==> run_1/sizing.png <==
The bar under the picture is 50 microns long.
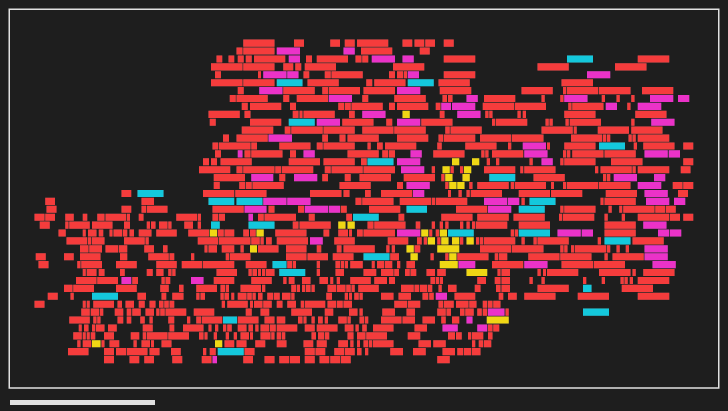
==> run_1/congestion_map.png <==
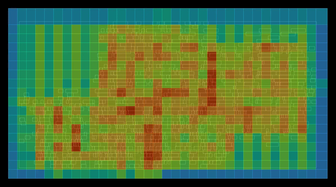
==> run_1/m2.png <==
The bar under the picture is 50 microns long. Cells faint in the background.
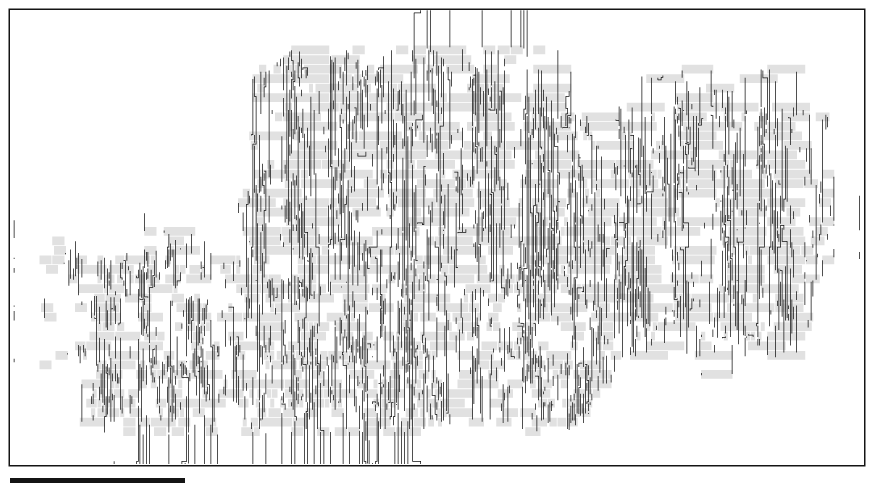
`config.mk`:
```
export PLATFORM = sky130hd
export DESIGN_NAME = pixel_write_queue_flat
export DESIGN_NICKNAME = d
export VERILOG_FILES = /design/src/rtl/pixel_write_queue_if.sv /design/src/rtl/pixel_write_queue.sv /design/src/flat_wrapper.sv
export SDC_FILE = /design/constraint.sdc
export NUM_CORES = 1
export LEC_CHECK = 0
export CAP_MARGIN = 20
export CORE_ASPECT_RATIO = 0.5
export CORE_MARGIN = 8
export CORE_UTILIZATION = 40
export DETAILED_ROUTE_END_ITERATION = 6
export GPL_ROUTABILITY_DRIVEN = 1
export PLACE_DENSITY = 0.64
export SYNTH_ARGS = -nofsm -noshare
export SYNTH_HDL_FRONTEND = slang
export SYNTH_SLANG_ARGS = --single-unit
```
`constraint.sdc`:
```
create_clock -name clk -period 5.3 [get_ports clk]
set_input_delay 1.59 -clock clk [delete_from_list [all_inputs] [get_ports clk]]
set_output_delay 1.59 -clock clk [all_outputs]
set_load 0.03 [all_outputs]
```
`src/rtl/pixel_write_queue_if.sv`:
```
// Bundles the pixel input handshake and the framebuffer write port of
// pixel_write_queue. The queue is the slave side; the producer/memory
// environment drives the master side.
interface pixel_write_queue_if #(
  parameter int ADDR_W = 19
);
  // pixel input stream
  logic              in_valid;
  logic [10:0]       in_x;
  logic [10:0]       in_y;
  logic              in_color;
  logic              in_ready;
  // framebuffer write port
  logic              wr_en;
  logic [ADDR_W-1:0] wr_addr;
  logic              wr_data;
  logic              wr_ack;

  modport slave (
    input  in_valid, in_x, in_y, in_color, wr_ack,
    output in_ready, wr_en, wr_addr, wr_data
  );

  modport master (
    output in_valid, in_x, in_y, in_color, wr_ack,
    input  in_ready, wr_en, wr_addr, wr_data
  );
endinterface

```
`src/rtl/pixel_write_queue.sv`:
```
// Pixel write queue: clips off-screen pixels, drops back-to-back duplicate
// pixels, converts survivors to linear framebuffer addresses and queues them
// in a show-ahead FIFO that drains into a stallable framebuffer write port.
module pixel_write_queue #(
  parameter int WIDTH  = 640,
  parameter int HEIGHT = 480,
  parameter int ADDR_W = 19,
  parameter int DEPTH  = 8
) (
  input  logic                     clk,
  input  logic                     reset,
  pixel_write_queue_if.slave       bus,
  output logic [15:0]              drop_count,
  output logic [$clog2(DEPTH):0]   fifo_count
);

  localparam int PW = $clog2(DEPTH);
  localparam int CW = PW + 1;

  localparam logic [10:0]       WIDTH_C  = 11'(WIDTH);
  localparam logic [10:0]       HEIGHT_C = 11'(HEIGHT);
  localparam logic [ADDR_W-1:0] WIDTH_A  = ADDR_W'(WIDTH);
  localparam logic [CW:0]       DEPTH_C  = (CW + 1)'(DEPTH);

  typedef struct packed {
    logic [ADDR_W-1:0] addr;
    logic              color;
  } entry_t;

  // S1 stage
  logic        s1_valid_q;
  logic [10:0] s1_x_q;
  logic [10:0] s1_y_q;
  logic        s1_color_q;
  logic        s1_clip_q;
  logic        s1_dup_q;

  // last accepted pixel, used for duplicate suppression
  logic        last_valid_q;
  logic [22:0] last_q;

  // FIFO storage and bookkeeping
  entry_t      mem_q [DEPTH];
  logic [PW-1:0] wr_ptr_q;
  logic [PW-1:0] rd_ptr_q;
  logic [CW-1:0] count_q;
  logic [CW-1:0] count_d;
  logic [15:0]   drop_q;
  logic [15:0]   drop_d;

  logic          accept;
  logic          push;
  logic          drop;
  logic          pop;
  logic [22:0]   in_pix;
  logic [CW:0]   occupancy;
  entry_t        push_entry;

  assign in_pix    = {bus.in_x, bus.in_y, bus.in_color};
  assign accept    = bus.in_valid && bus.in_ready;

  // S1 occupancy is counted against the FIFO so a push can never overflow.
  assign occupancy    = {1'b0, count_q} + (CW + 1)'(s1_valid_q);
  assign bus.in_ready = occupancy < DEPTH_C;

  assign push = s1_valid_q && !s1_clip_q && !s1_dup_q;
  assign drop = s1_valid_q && (s1_clip_q || s1_dup_q);
  assign pop  = (count_q != '0) && bus.wr_ack;

  assign push_entry.addr  = ADDR_W'(s1_y_q) * WIDTH_A + ADDR_W'(s1_x_q);
  assign push_entry.color = s1_color_q;

  // show-ahead head of queue
  assign bus.wr_en   = (count_q != '0);
  assign bus.wr_addr = mem_q[rd_ptr_q].addr;
  assign bus.wr_data = mem_q[rd_ptr_q].color;

  assign fifo_count = count_q;
  assign drop_count = drop_q;

  // next occupancy and saturating drop counter
  always_comb begin
    count_d = count_q;
    if (push && !pop) begin
      count_d = count_q + CW'(1);
    end else if (pop && !push) begin
      count_d = count_q - CW'(1);
    end
    drop_d = drop_q;
    if (drop && (drop_q != '1)) begin
      drop_d = drop_q + 16'd1;
    end
  end

  // S1 capture with clip/dup classification; last pixel tracks every accept
  always_ff @(posedge clk) begin
    if (reset) begin
      s1_valid_q   <= 1'b0;
      s1_x_q       <= '0;
      s1_y_q       <= '0;
      s1_color_q   <= 1'b0;
      s1_clip_q    <= 1'b0;
      s1_dup_q     <= 1'b0;
      last_valid_q <= 1'b0;
      last_q       <= '0;
    end else begin
      s1_valid_q <= accept;
      if (accept) begin
        s1_x_q       <= bus.in_x;
        s1_y_q       <= bus.in_y;
        s1_color_q   <= bus.in_color;
        s1_clip_q    <= (bus.in_x >= WIDTH_C) || (bus.in_y >= HEIGHT_C);
        s1_dup_q     <= last_valid_q && (in_pix == last_q);
        last_valid_q <= 1'b1;
        last_q       <= in_pix;
      end
    end
  end

  // FIFO storage, pointers, occupancy and drop counter
  always_ff @(posedge clk) begin
    if (reset) begin
      for (int unsigned i = 0; i < DEPTH; i++) begin
        mem_q[i] <= '0;
      end
      wr_ptr_q <= '0;
      rd_ptr_q <= '0;
      count_q  <= '0;
      drop_q   <= '0;
    end else begin
      if (push) begin
        mem_q[wr_ptr_q] <= push_entry;
        wr_ptr_q        <= wr_ptr_q + PW'(1);
      end
      if (pop) begin
        rd_ptr_q <= rd_ptr_q + PW'(1);
      end
      count_q <= count_d;
      drop_q  <= drop_d;
    end
  end

endmodule
```
`src/flat_wrapper.sv`:
```
// flat-port wrapper written by rule: the top's interface ports become plain ports
module pixel_write_queue_flat 
#(
  parameter int WIDTH  = 640,
  parameter int HEIGHT = 480,
  parameter int ADDR_W = 19,
  parameter int DEPTH  = 8
)
  (clk, reset, drop_count, fifo_count, bus_in_valid, bus_in_x, bus_in_y, bus_in_color, bus_wr_ack, bus_in_ready, bus_wr_en, bus_wr_addr, bus_wr_data);
  pixel_write_queue_if #(.ADDR_W(ADDR_W)) bus_i ();
  input  logic clk;
  input  logic reset;
  output logic [15:0] drop_count;
  output logic [$clog2(DEPTH):0] fifo_count;
  input wire logic [$bits(bus_i.in_valid)-1:0] bus_in_valid;
  input wire logic [$bits(bus_i.in_x)-1:0] bus_in_x;
  input wire logic [$bits(bus_i.in_y)-1:0] bus_in_y;
  input wire logic [$bits(bus_i.in_color)-1:0] bus_in_color;
  input wire logic [$bits(bus_i.wr_ack)-1:0] bus_wr_ack;
  output wire logic [$bits(bus_i.in_ready)-1:0] bus_in_ready;
  output wire logic [$bits(bus_i.wr_en)-1:0] bus_wr_en;
  output wire logic [$bits(bus_i.wr_addr)-1:0] bus_wr_addr;
  output wire logic [$bits(bus_i.wr_data)-1:0] bus_wr_data;
  assign bus_i.in_valid = bus_in_valid;
  assign bus_i.in_x = bus_in_x;
  assign bus_i.in_y = bus_in_y;
  assign bus_i.in_color = bus_in_color;
  assign bus_i.wr_ack = bus_wr_ack;
  assign bus_in_ready = bus_i.in_ready;
  assign bus_wr_en = bus_i.wr_en;
  assign bus_wr_addr = bus_i.wr_addr;
  assign bus_wr_data = bus_i.wr_data;
  pixel_write_queue #(.WIDTH(WIDTH), .HEIGHT(HEIGHT), .ADDR_W(ADDR_W), .DEPTH(DEPTH)) u_core (.clk(clk), .reset(reset), .bus(bus_i), .drop_count(drop_count), .fifo_count(fifo_count));
endmodule
```
==> out/qor.json, run 1 <==
{
  "drv.max_cap_violation_count": 0,
  "vdd_drop_max_uv": 246,
  "yosys_stat_cell_total": 833,
  "top_layer_used": "met4",
  "edff_count_synth": 160,
  "finish.net_count": 952,
  "report.final.hold_viol_count": 0,
  "grt_antenna_before_repair": 0,
  "post-dp-hpwl_microns": 16800,
  "cts_resized": 0,
  "cts_buffers": 21,
  "grt_setup_unrepaired": "false",
  "setup_viol_count_final": 0,
  "synthesis.area_per_instance_sq_um": 12.4,
  "ys_warn_count": 0,
  "core_sq_um": 25300,
  "slew_margin_rel_pct": 39.3,
  "startpoint_type": "flip-flop",
  "clock-sinks": 216,
  "crit_required_ns": 3.71,
  "timing.critical_path.arrival_ns": 2.98,
  "netlist.top_cell.by_area": "edfxtp_1",
  "netlist.area_leader.share_pct": 46.4,
  "ys_chip_area_sq_um": 10300,
  "floorplan.die.width_microns": 243,
  "drt_first_pass_iters": 5,
  "endpoint_kind": "output port",
  "netlist_instances": 833,
  "tightestPinTransition_ns": 0.908,
  "hold_class": "reg -> reg",
  "final_max_slew_viol_count": 0,
  "grt_remaining_overflow": 0,
  "clk_path_buf_depth": 3,
  "clock.latency.late_pin_ns": 0.52,
  "gp_congestion": 0.809,
  "topCellsByArea": "edfxtp_1, dfxtp_1, mux4_2, nor2_1, and3_1",
  "post_cts.repair.setup_buffers": 0,
  "postRouteAntennaNets": 0,
  "mappedNetlistArea_sq_um": 10300,
  "ys_ff": 216,
  "cp_max_fo": 26,
  "worst_hold_startpoint": "u_core.last_valid_q$_SDFFE_PP0P_",
  "areaGrowthSynthToFinish_pct": 16.9,
  "synth_cell_types": 58,
  "first_pass_grt_wire_length_microns": 39400,
  "dr_wl_met2_microns": 11600,
  "synthMostInstantiatedCell": "edfxtp_1",
  "worstSetupPathType": "reg -> out",
  "yosysSeqAreaShare_pct": 57.3,
  "synth-main-ff-cell": "edfxtp_1",
  "die_area_sq_um": 31600,
  "drt_iter0_markers": 632,
  "min_period_ns": 4.57,
  "route.detailed.drc": 0,
  "log.warning_count": 26,
  "vertical_die_size_microns": 130,
  "fill_cells": 2225,
  "net_count_after_synthesis": 890,
  "clkSlewWorstSetupHoldPaths_ns": 0.06,
  "layout-drive-gt1-share_pct": 14.4,
  "design.portCount": 69,
  "power_density_nw_per_um2": 396,
  "via_count_of_the_first_global_routing_pass": 6762,
  "finalClockSkew_ns": 0.0199,
  "power.leakage_uw": 0.00459,
  "timing.fmax_mhz": 219,
  "num_antenna_cells": 0,
  "num_rows": 41,
  "top_cells_by_count_synth": "edfxtp_1, nor2_1, nand2_1",
  "cts.htree.levels": 1,
  "tritoncts": "done",
  "cts-root-buf": "clkbuf_16",
  "timing.setup.tns_ns": 0,
  "port-buffer-count": 68,
  "finalClockPeriodUsage_pct": 86.3,
  "routed-wl-met3_microns": 1430,
  "post_drt_via_cell_ratio": 5.37,
  "grt_max_degree": 54,
  "r2r-start": "u_core.last_q[2]$_SDFFE_PP0P_",
  "outcome": "completed",
  "final.hold.worst_slack_ns": 0.486,
  "wl_met1_microns": 12000,
  "floorplan.core_util_pct": 40.9,
  "postSynth.asyncResetShare_pct": 0,
  "wire_per_inst_microns": 20.2,
  "cts_hold_repair.buffers": 0
}
Back to the opening pictures, sizing.png:
Key: x3 and x4 = yellow [cells 29, share 3.2%]; x2 = magenta [cells 75, share 8.3%]; x6 and larger = cyan [cells 27, share 3.0%]; x1 and smaller = red [cells 778, share 86%]
post-layout worst setup margin: 0.726 ns
final design area excluding fillers: 12100 sq um

Back to the opening pictures, congestion_map.png:
GR met3 Demand/Resource: 3.37%
peak-usage layer in the global routing report: met2
share of the core filled with cells: 47.8%
global router's overall resource usage: 15.8%
met1 usage: 21.8%

Back to the opening pictures, m2.png:
The layer carries 11600 microns of wire. 795 nets have wire on it. The wires run mostly vertical. The longest straight run is 61.9 microns.
vias after detailed routing: 6724
met2 routing resource usage after global routing: 26.0%
total routed wirelength: 25300 microns

run 1: where the power goes:
| group | internal [uW] | switching (uW) |
|---|---|---|
| combinational | 598 | 703 |
| clock | 810 | 630 |
| sequential | 1920 | 133 |
run 1: final timing paths:
check                                      endpoint  slack, ns  cells past startpoint
setup / recovery                    bus_wr_addr[15]       0.73                      4
hold / removal     u_core.last_valid_q$_SDFFE_PP0P_       0.49                      2
setup reg to reg  u_core.mem_q[4][18]$_SDFFCE_PN0P_       1.90                      9
hold reg to reg    u_core.last_valid_q$_SDFFE_PP0P_       0.49                      2
run 1: stage by stage:
step | worst slack [ns] | util (%) | cell area [sq um] | power (uW) | cells
final | 0.726 | 47.8 | 12100 | 4790 | 1253
after global routing | 0.558 | 47.8 | 12100 | 5010 | 1253
after CTS | 0.665 | 47.8 | 12100 | 4850 | 1253
after detailed placement | 1.21 | 45.3 | 11400 | 3400 | 1216
after global placement | 1.23 | 45.3 | 11400 | 3370 | 1216
after floorplan | 1.84 | - | 10300 | 2960 | 833
run 1: cell usage in the layout, fill, tap and decap left out, types with 4 or more instances in the layout:
cell type / n
clkdlybuf4s50_1: 67
buf_4: 24
nor2_1: 115
a21oi_1: 41
nand4_1: 10
xnor2_1: 31
o21ai_0: 9
xor2_1: 19
and2_1: 20
nand2_1: 69
clkbuf_16: 21
nor3_1: 14
edfxtp_1: 160
a21o_1: 5
mux4_2: 40
mux2_2: 20
nor2b_1: 6
dfxtp_1: 54
ha_1: 27
inv_1: 12
mux2i_1: 4
and4_1: 4
and3_1: 61
nand3_1: 15
run 1: kinds of logic after synthesis:
| family | share of synthesized area, % |
|---|---|
| AND-OR/OR-AND | 4.63 |
| XOR/XNOR | 4.55 |
| adder cells (fa/ha/maj) | 3.85 |
| buffers and inverters | 2.42 |
| flip-flops | 57.3 |
| multiplexers | 11.3 |
| AND/OR/NAND/NOR | 16.0 |
run 1: area by class of cell:
cell class / count / area (sq um) / share of cell area (%)
flip-flops and latches: 216 / 5930 / 49.0
clock inverters: 10 / 80.1 / 0.662
multi-input cells: 553 / 4170 / 34.5
well taps: 344 / 430 / 3.56
clock buffers: 27 / 569 / 4.71
repair buffers: 93 / 876 / 7.24
inverters: 10 / 37.5 / 0.310
run 1: worst max-delay path, stage by stage (launching register included):
cell	delay [ns]
dfxtp_2	0.71
buf_12	0.32
mux4_2	0.54
mux2_2	0.30
clkdlybuf4s50_1	0.61
run 1: sequential cells by signal, summed over array words and instances, names as in the netlist, 3 cells and up, named ones only:
| register | cells |
|---|---|
| u_core.mem_q | 160 |
| u_core.last_q | 23 |
| u_core.drop_count | 16 |
| u_core.fifo_count | 4 |
| u_core.rd_ptr_q | 3 |
| u_core.wr_ptr_q | 3 |
run 1: metal layers:
layer | up-vias | GRT usage, %
li1 | 3178 | -
met1 | 3357 | 21.8
met2 | 165 | 26.0
met3 | 24 | 3.37
met4 | 0 | 2.84
met5 | - | 0
==> run 1 -> run 2 <==
--- a/config.mk
+++ b/config.mk
@@ -12,6 +12,7 @@
 export DETAILED_ROUTE_END_ITERATION = 6
 export GPL_ROUTABILITY_DRIVEN = 1
 export PLACE_DENSITY = 0.64
+export SKIP_CTS_REPAIR_TIMING = 1
 export SYNTH_ARGS = -nofsm -noshare
 export SYNTH_HDL_FRONTEND = slang
 export SYNTH_SLANG_ARGS = --single-unit
==> run_2/sizing.png <==
The bar under the picture is 50 microns long.
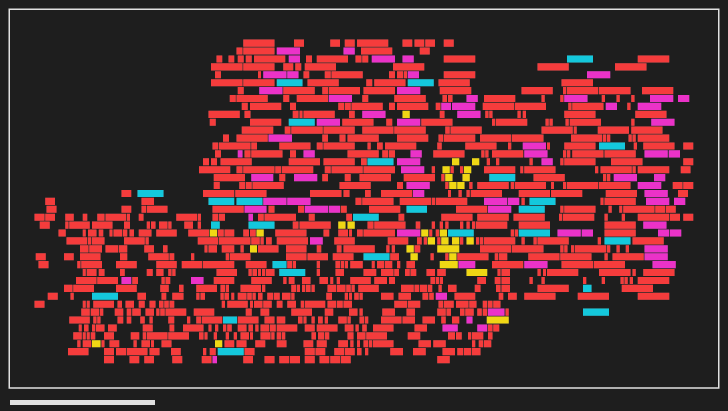
Key: x6 and larger = cyan [cells 27, share 3.0%]; x3 and x4 = yellow [cells 29, share 3.2%]; x2 = magenta [cells 75, share 8.3%]; x1 and smaller = red [cells 778, share 86%]

==> run_2/congestion_map.png <==
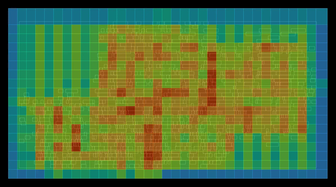
Avg WL per Cell: 20.2 microns

==> out/qor.json, run 2 <==
{
  "outcome": "completed",
  "netlist_instances": 833,
  "grt_util_all_layers_pct": 15.8,
  "num_antenna_cells": 0,
  "worst-path-buf-inv": 2,
  "drv.max_cap_violation_count": 0,
  "clock-sinks": 216,
  "fill_cells": 2225,
  "postSynth.asyncResetShare_pct": 0,
  "gp_congestion": 0.809,
  "post-dp-hpwl_microns": 16800,
  "mappedNetlistArea_sq_um": 10300,
  "placedCellCount": 1216,
  "cts_buffers": 21,
  "max_flop_register": "u_core.mem_q",
  "cp_cell_sequence": "buf_12 > mux4_2 > mux2_2 > clkdlybuf4s50_1",
  "topCellsByArea": "edfxtp_1, dfxtp_1, mux4_2, nor2_1, and3_1",
  "route.detailed.drc": 0,
  "floorplan.die.width_microns": 243,
  "layout-drive-gt1-share_pct": 14.4,
  "timing.critical_path.arrival_ns": 2.98,
  "ys_chip_area_sq_um": 10300,
  "timing.fmax_mhz": 219,
  "final_max_slew_viol_count": 0,
  "net_count_after_synthesis": 890,
  "first_pass_grt_wire_length_microns": 39400,
  "startpoint_type": "flip-flop",
  "ys_warn_count": 0,
  "lay_top_count": "edfxtp_1",
  "finish.net_count": 952,
  "cts-root-buf": "clkbuf_16",
  "hold_class": "reg -> reg",
  "finalClockPeriodUsage_pct": 86.3,
  "grt_antenna_before_repair": 0,
  "areaGrowthSynthToFinish_pct": 16.9,
  "drt_iter0_markers": 632,
  "synth_cell_types": 58,
  "floorplan.core_util_pct": 40.9,
  "final.hold.worst_slack_ns": 0.486,
  "grt_max_degree": 54,
  "post_drt_via_cell_ratio": 5.37,
  "top_cells_by_count_synth": "edfxtp_1, nor2_1, nand2_1",
  "netlist.top_cell.by_area": "edfxtp_1",
  "r2r-start": "u_core.last_q[2]$_SDFFE_PP0P_",
  "number_of_flip_flops_in_the_largest_register": 160,
  "synth-main-ff-cell": "edfxtp_1",
  "crit_required_ns": 3.71,
  "vdd_drop_max_uv": 246,
  "cp_max_fo": 26,
  "tightestPinTransition_ns": 0.908,
  "timing.setup.tns_ns": 0,
  "switching_share_pct": 30.6,
  "port-buffer-count": 68,
  "grt_setup_unrepaired": "false",
  "postRouteWirelength_microns": 25300,
  "synthMostInstantiatedCell": "edfxtp_1",
  "yosys_stat_cell_total": 833,
  "cts.htree.levels": 1,
  "slowest_delay_ns": 0.71,
  "finish.cell_count_without_fillers": 1253,
  "power_report.internal_total_uw": 3320,
  "slew_margin_rel_pct": 39.3,
  "power.leakage_uw": 0.00459,
  "postRouteAntennaNets": 0,
  "setup_viol_count_final": 0,
  "clk_path_buf_depth": 3,
  "yosysSeqAreaShare_pct": 57.3,
  "endpoint_kind": "output port",
  "netlist.area_leader.share_pct": 46.4,
  "worst_hold_startpoint": "u_core.last_valid_q$_SDFFE_PP0P_",
  "tritoncts": "done",
  "power_switching_uw": 1470,
  "report.final.hold_viol_count": 0,
  "via_count_of_the_first_global_routing_pass": 6762,
  "timing.critical_path.slowest_stage_cell": "dfxtp_2",
  "grt_remaining_overflow": 0,
  "edff_count_synth": 160,
  "combinationalPowerShare_pct": 27.1,
  "worstSetupPathType": "reg -> out",
  "clock.latency.late_pin_ns": 0.52,
  "min_period_ns": 4.57,
  "final_cell_mix": "edfxtp_1, nor2_1, nand2_1",
  "num_rows": 41,
  "power_density_nw_per_um2": 396,
  "post-route-cell-area_sq_um": 12100,
  "design.portCount": 69,
  "vertical_die_size_microns": 130,
  "core_sq_um": 25300,
  "finalClockSkew_ns": 0.0199,
  "dpl-instance-area_sq_um": 11400,
  "ys_ff": 216,
  "drt_first_pass_iters": 5,
  "pwr-share-seq_pct": 42.8,
  "vias_after_detailed_routing": 6724,
  "power.share.clock_pct": 30.1,
  "die_area_sq_um": 31600,
  "critical_path.top_delay_family": "buffers and inverters",
  "synthesis.area_per_instance_sq_um": 12.4,
  "clkSlewWorstSetupHoldPaths_ns": 0.06,
  "log.warning_count": 26
}
run 2: power groups by stage:
stage	Combinational [uW]	Clock, uW	Sequential (uW)
final	1300	1440	2050
after global routing	1410	1540	2070
after CTS	1320	1470	2050
after detailed placement	1310	0	2090
after global placement	1290	0	2080
after floorplan	941	0	2020
run 2: path summary, 6_finish.rpt:
check                                      end  slack (ns)  depth (start not counted)
max                            bus_wr_addr[15]        0.73                          4
min           u_core.last_valid_q$_SDFFE_PP0P_        0.49                          2
max reg2reg  u_core.mem_q[4][18]$_SDFFCE_PN0P_        1.90                          9
min reg2reg   u_core.last_valid_q$_SDFFE_PP0P_        0.49                          2
run 2: worst reg2reg max path: cells and delay by family (launching register included):
| family | cells | cell delay [ns] |
|---|---|---|
| simple gates | 2 | 0.23 |
| compound gates | 2 | 0.62 |
| flops | 1 | 0.48 |
| fa+ha+maj | 3 | 1.00 |
| xor+xnor | 2 | 0.82 |
run 2: routing by layer:
layer | track usage (%) | wire, microns | share of wire (%) | vias to the layer above
li1 | - | - | - | 3178
met1 | 21.8 | 12000 | 47 | 3357
met2 | 26.0 | 11600 | 46 | 165
met5 | 0 | 0 | 0 | -
met3 | 3.37 | 1430 | 5.6 | 24
met4 | 2.84 | 346 | 1.4 | 0
run 2: metrics by stage:
step / util [%] / worst slack, ns / power (uW)
floorplan: - / 1.84 / 2960
global placement: 45.3 / 1.23 / 3370
detailed placement: 45.3 / 1.21 / 3400
CTS: 47.8 / 0.665 / 4850
global route: 47.8 / 0.558 / 5010
finish: 47.8 / 0.726 / 4790
run 2: cells by family (layout without fill, tap and decap cells):
kind of cell	count (synthesis)	after routing	share of synthesized area, %
flip-flops	216	216	57.3
AND-OR/OR-AND	75	75	4.63
XOR/XNOR	52	52	4.55
multiplexers	64	64	11.3
adder cells (fa/ha/maj)	30	30	3.85
AND/OR/NAND/NOR	332	332	16.0
buffers and inverters	64	140	2.42
run 2: final cells by class:
type | count | area [sq um] | share of cell area [%]
Clock buffer | 27 | 569 | 4.71
Timing Repair Buffer | 93 | 876 | 7.24
Multi-Input combinational cell | 553 | 4170 | 34.5
Sequential cell | 216 | 5930 | 49.0
Inverter | 10 | 37.5 | 0.310
Tap cell | 344 | 430 | 3.56
Clock inverter | 10 | 80.1 | 0.662
Power is estimated from default activity; no workload was simulated.
